--- config.mk ---
export PLATFORM = sky130hd
export DESIGN_NAME = tpu_tile_sequencer
export DESIGN_NICKNAME = d
export VERILOG_FILES = /design/src/rtl/tpu_pkg.sv /design/src/rtl/tpu_valid_delay.sv /design/src/rtl/tpu_tile_sequencer.sv
export SDC_FILE = /design/constraint.sdc
export NUM_CORES = 1
export LEC_CHECK = 0
export CAP_MARGIN = 0
export CORE_ASPECT_RATIO = 2
export CORE_MARGIN = 2
export CORE_UTILIZATION = 60
export CTS_CLUSTER_DIAMETER = 80
export DETAILED_ROUTE_END_ITERATION = 6
export PLACE_DENSITY = 0.86
export SLEW_MARGIN = 25
export SYNTH_ARGS = -nofsm -noshare
export SYNTH_HDL_FRONTEND = slang
export SYNTH_HIERARCHICAL = 1
export SYNTH_SLANG_ARGS = --single-unit
--- constraint.sdc ---
create_clock -name clk -period 3.6 [get_ports clk]
set_input_delay 0.54 -clock clk [delete_from_list [all_inputs] [get_ports clk]]
set_output_delay 0.54 -clock clk [all_outputs]
set_load 0.01 [all_outputs]
--- src/rtl/tpu_pkg.sv ---
`default_nettype none
// ============================================================================
// Module      : tpu_pkg
// Description : Shared state encoding and default widths/latency for TPU blocks
// Revision    : 1.0 - initial release
// ============================================================================
package tpu_pkg;

    localparam int c_ADDRESSSIZE = 10;
    localparam int c_ROWS_BW     = 10;
    localparam int c_TILES_BW    = 4;
    localparam int c_PIPE_LAT    = 17;

    typedef enum logic [2:0] {
        S_IDLE   = 3'd0,
        S_WAIT_W = 3'd1,
        S_POP_W  = 3'd2,
        S_LOAD_W = 3'd3,
        S_STREAM = 3'd4,
        S_DRAIN  = 3'd5,
        S_DONE   = 3'd6
    } seq_state_t;

endpackage
`default_nettype wire

--- src/rtl/tpu_valid_delay.sv ---
`default_nettype none
// ============================================================================
// Module      : tpu_valid_delay
// Description : DEPTH-cycle shift of a valid strobe with synchronous flush
// Revision    : 1.0 - initial release
// ============================================================================
module tpu_valid_delay #(
    parameter int DEPTH = 17
) (
    input  logic clk,
    input  logic rst,
    input  logic i_clear,
    input  logic i_valid,
    output logic o_valid
);

    logic [DEPTH-1:0] r_shift;

    always_ff @(posedge clk or posedge rst) begin
        if (rst) begin
            r_shift <= '0;
        end else if (i_clear) begin
            r_shift <= '0;
        end else begin
            r_shift <= {r_shift[DEPTH-2:0], i_valid};
        end
    end

    assign o_valid = r_shift[DEPTH-1];

endmodule
`default_nettype wire

--- src/rtl/tpu_tile_sequencer.sv ---
`default_nettype none
// ============================================================================
// Module      : tpu_tile_sequencer
// Description : Per-tile weight load, UB streaming and result write sequencing
// Revision    : 1.0 - initial release
// ============================================================================
module tpu_tile_sequencer
    import tpu_pkg::*;
#(
    parameter int ADDRESSSIZE = c_ADDRESSSIZE,
    parameter int ROWS_BW     = c_ROWS_BW,
    parameter int TILES_BW    = c_TILES_BW,
    parameter int PIPE_LAT    = c_PIPE_LAT
) (
    input  logic                   clk,
    input  logic                   rst,
    input  logic                   i_start,
    input  logic                   i_abort,
    input  logic [ROWS_BW-1:0]     i_num_rows,
    input  logic [TILES_BW-1:0]    i_num_tiles,
    input  logic [ADDRESSSIZE-1:0] i_src_base,
    input  logic [ADDRESSSIZE-1:0] i_dst_base,
    input  logic                   i_fifo_empty,
    output logic                   o_fifo_read_enable,
    output logic                   o_we_rl,
    output logic [ADDRESSSIZE-1:0] o_ub_address,
    output logic                   o_ub_rd_valid,
    output logic                   o_res_write_enable,
    output logic [ADDRESSSIZE-1:0] o_res_address,
    output logic                   o_busy,
    output logic                   o_end,
    output logic                   o_error
);

    seq_state_t             r_state;
    logic [ROWS_BW-1:0]     r_num_rows;
    logic [TILES_BW-1:0]    r_num_tiles;
    logic [TILES_BW-1:0]    r_tile_cnt;
    logic [ROWS_BW-1:0]     r_row_cnt;
    logic [ROWS_BW-1:0]     r_wr_cnt;
    logic [ADDRESSSIZE-1:0] r_src_ptr;
    logic [ADDRESSSIZE-1:0] r_dst_ptr;
    logic                   r_pop;
    logic                   r_we_rl;
    logic                   r_ub_valid;
    logic [ADDRESSSIZE-1:0] r_ub_addr;
    logic                   r_end;
    logic                   r_err;

    logic                   w_res_we;
    logic                   w_last_wr;

    // Result strobes are the UB read strobes replayed PIPE_LAT cycles later.
    tpu_valid_delay #(
        .DEPTH (PIPE_LAT)
    ) u_wr_delay (
        .clk     (clk),
        .rst     (rst),
        .i_clear (i_abort),
        .i_valid (r_ub_valid),
        .o_valid (w_res_we)
    );

    assign w_last_wr = (r_wr_cnt == r_num_rows - ROWS_BW'(1));

    always_ff @(posedge clk or posedge rst) begin
        if (rst) begin
            r_state     <= S_IDLE;
            r_num_rows  <= '0;
            r_num_tiles <= '0;
            r_tile_cnt  <= '0;
            r_row_cnt   <= '0;
            r_wr_cnt    <= '0;
            r_src_ptr   <= '0;
            r_dst_ptr   <= '0;
            r_pop       <= 1'b0;
            r_we_rl     <= 1'b0;
            r_ub_valid  <= 1'b0;
            r_ub_addr   <= '0;
            r_end       <= 1'b0;
            r_err       <= 1'b0;
        end else begin
            r_pop      <= 1'b0;
            r_we_rl    <= 1'b0;
            r_ub_valid <= 1'b0;
            r_ub_addr  <= '0;
            r_end      <= 1'b0;
            r_err      <= 1'b0;
            if (w_res_we) begin
                r_dst_ptr <= r_dst_ptr + ADDRESSSIZE'(1);
                r_wr_cnt  <= r_wr_cnt + ROWS_BW'(1);
            end
            if (i_abort) begin
                r_state <= S_IDLE;
            end else begin
                case (r_state)
                    S_IDLE: begin
                        if (i_start) begin
                            if ((i_num_rows != '0) && (i_num_tiles != '0)) begin
                                r_num_rows  <= i_num_rows;
                                r_num_tiles <= i_num_tiles;
                                r_src_ptr   <= i_src_base;
                                r_dst_ptr   <= i_dst_base;
                                r_tile_cnt  <= '0;
                                r_state     <= S_WAIT_W;
                            end else begin
                                r_err <= 1'b1;
                            end
                        end
                    end
                    S_WAIT_W: begin
                        if (!i_fifo_empty) begin
                            r_pop   <= 1'b1;
                            r_state <= S_POP_W;
                        end
                    end
                    S_POP_W: begin
                        r_we_rl <= 1'b1;
                        r_state <= S_LOAD_W;
                    end
                    S_LOAD_W: begin
                        r_ub_valid <= 1'b1;
                        r_ub_addr  <= r_src_ptr;
                        r_src_ptr  <= r_src_ptr + ADDRESSSIZE'(1);
                        r_row_cnt  <= ROWS_BW'(1);
                        r_wr_cnt   <= '0;
                        r_state    <= S_STREAM;
                    end
                    S_STREAM: begin
                        // r_row_cnt counts the read currently on the UB port.
                        if (r_row_cnt == r_num_rows) begin
                            r_state <= S_DRAIN;
                        end else begin
                            r_ub_valid <= 1'b1;
                            r_ub_addr  <= r_src_ptr;
                            r_src_ptr  <= r_src_ptr + ADDRESSSIZE'(1);
                            r_row_cnt  <= r_row_cnt + ROWS_BW'(1);
                        end
                    end
                    S_DRAIN: begin
                        if (w_res_we && w_last_wr) begin
                            r_tile_cnt <= r_tile_cnt + TILES_BW'(1);
                            if (r_tile_cnt + TILES_BW'(1) == r_num_tiles) begin
                                r_end   <= 1'b1;
                                r_state <= S_DONE;
                            end else begin
                                r_state <= S_WAIT_W;
                            end
                        end
                    end
                    S_DONE: begin
                        r_state <= S_IDLE;
                    end
                    default: begin
                        r_state <= S_IDLE;
                    end
                endcase
            end
        end
    end

    assign o_fifo_read_enable = r_pop;
    assign o_we_rl            = r_we_rl;
    assign o_ub_rd_valid      = r_ub_valid;
    assign o_ub_address       = r_ub_addr;
    assign o_res_write_enable = w_res_we;
    assign o_res_address      = w_res_we ? r_dst_ptr : '0;
    assign o_busy             = (r_state != S_IDLE);
    assign o_end              = r_end;
    assign o_error            = r_err;

endmodule
`default_nettype wire

class_map.png
Bar = 20 um. Fill, decap, tap and diode cells in grey.
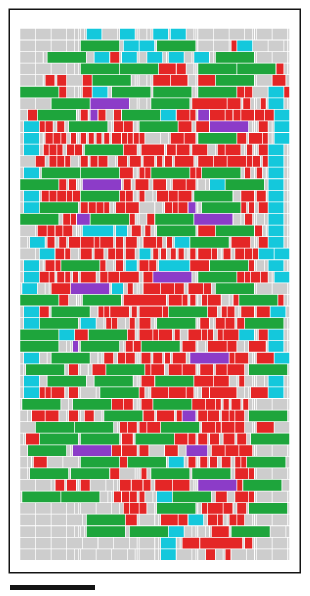
- red: remaining logic cells (cells 378)
- cyan: remaining buffers and delay cells (cells 71)
- green: registers (cells 93)
- purple: clock drivers and dummy loads (cells 16)
Core Area: 7940 um^2
final instance area: 5900 um^2
row count: 46
final core occ: 0.743
fraction of area in registers: 0.394

placed.png
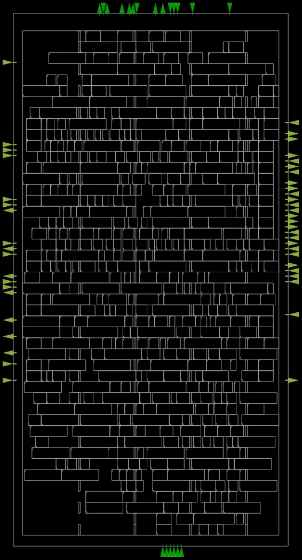
Flops: 93
tap cells: 96
final cell count without fillers: 654

==> run_results.csv <==
group,metric,value,unit
layout,clkbuf_count,11,
clock_tree,cts_resized,0,
setup_path,critPathArrivalTime,2.69,ns
detailed_routing,vias_per_cell,5.97,
clock_tree,cts.path.max_buffers,2,
timing,fin_tns_setup,0,ns
detailed_routing,vias,3903,
yosys,synth.most_common_cell,"dfrtp_1",
power_and_ir_drop,power_density,725,nW/um^2
timing,fin_worst_skew,0.00644,ns
layout,logic_gates,359,
timing,fin_hold_ws,0.472,ns
power_and_ir_drop,power_leakage,2.57,nW
layout,final_nets,599,
flow_run,warnings,26,
die,top_level_ports,66,
timing,timing.final.max_slew_violations,0,
yosys,synthAoiAreaFrac,0.128,
grt,grt_pass1_vias,4061,
power_and_ir_drop,ir_worst_vdd,0.444,mV
yosys,yosysTopAreaCell,"dfrtp_1",
place,place_ws,0.873,ns
die,die_area,9000,um^2
detailed_routing,drt-met1-wl,4.12,mm
detailed_routing,dr_wl_met2,6.05,mm
grt,use_met1,0.291,
min_path,worstHoldStart,"u_wr_delay/r_shift[6]$_DFF_PP0_",
yosys,top_cells_by_count,"93 x dfrtp_1, 44 x nand2_1, 37 x nor2_1",
grt,grt_pass1_wl,18.3,mm
clock_tree,clock_latency,0.35,ns
setup_path,startpoint_type,"primary input",
yosys,ys_seq_frac,0.472,
min_path,min_path_cells,1,
layout,diodes,0,
clock_tree,cts_buffers,9,
yosys,ys_sh_adder,0.0178,
yosys,syn_area_per_cell,10.0,um^2
layout,clk_share,0.0471,
die,die_w,68.1,um
power_and_ir_drop,p_total,4.28,mW
setup_path,end_kind,"flop",
yosys,yosysChipArea,4930,um^2
yosys,synthArstFlopShare,1.00,
setup_path,required,3.82,ns
yosys,ys_sh_simple,0.223,
detailed_routing,drtPass1Iterations,5,
yosys,synthMuxAreaShare,0.0444,
setup_path,reg2reg_from,"r_num_rows[0]$_DFFE_PP0P_",
timing,period_needed,2.48,ns
setup_path,timing.rr.end,"r_state[0]$_DFFE_PP0P_",
layout,fillers,576,
setup_path,worstPathMaxFanout,20,
run_status,status,"finished, final reports clean",
clock_tree,ctsHoldBuffers,0,
yosys,syn-num-nets,539,
detailed_routing,post_drt_wl_per_cell,16.9,um
timing,finalSetupViolCount,0,
setup_path,rrSetupSlack,1.24,ns
flow_run,drv_cap,0,
grt,antenna_found_initial,0,
layout,area_growth,19.8,%
grt,grt-busiest-layer,"met2",
grt,met2_usage,0.464,
die,die_y,132,um
layout,layout_top_cell,"dfrtp_1",
place,place_congestion,0.840,
timing,setup_slack,1.12,ns
setup_path,cp-endpoint,"r_src_ptr[9]$_DFFE_PP0P_",
layout,signal_buffers,71,
timing,maxClockFrequency,404,MHz
layout,seqCellArea,2330,um^2
grt,grt_max_degree,40,
min_path,hold_class,"flop to flop",
yosys,topCombFamilyByArea,"simple AND/OR/NAND/NOR gates",
timing,finalHoldViolCount,0,
timing,rsz0062_at_grt,"no",
min_path,hold_path_end,"u_wr_delay/r_shift[7]$_DFF_PP0_",
grt,grt_util_all_layers,0.266,
detailed_routing,topRoutingLayerUsed,"met4",
yosys,ys_cells,493,
yosys,netlist.area_leader.share,0.472,
clock_tree,htree_levels,3,
yosys,syn-cell-area,4930,um^2
detailed_routing,drcViolationCount,0,
yosys,synthTopCellsByArea,"dfrtp_1 47%, xor2_1 4.4%, a21oi_1 3.7%",
place,dp_hpwl,7.95,mm
detailed_routing,ant_nets,0,
die,fp_util,0.621,
flip-flops by register name, indices dropped and copies added, names as in the netlist, 3 cells and up:
signal              count
r_tile_cnt              4
r_num_tiles             4
r_num_rows             10
r_row_cnt              10
u_wr_delay/r_shift     17
r_src_ptr              10
r_dst_ptr              10
o_ub_address           10
r_wr_cnt               10
r_state                 3
critical path, cell delays in order:
cell and delay (ns):
clkdlybuf4s50_1 0.42, nor4_1 0.67, a311oi_1 0.29, a21oi_1 0.22
a211oi_2 0.05, buf_4 0.22, a21boi_0 0.14, a2bb2oi_1 0.14
where the power goes:
part	leakage, nW	switching, mW	internal [mW]
clock network	0.136	0.393	0.488
logic	1.25	0.809	0.743
registers	1.18	0.476	1.37
Power is estimated from default activity; no workload was simulated.
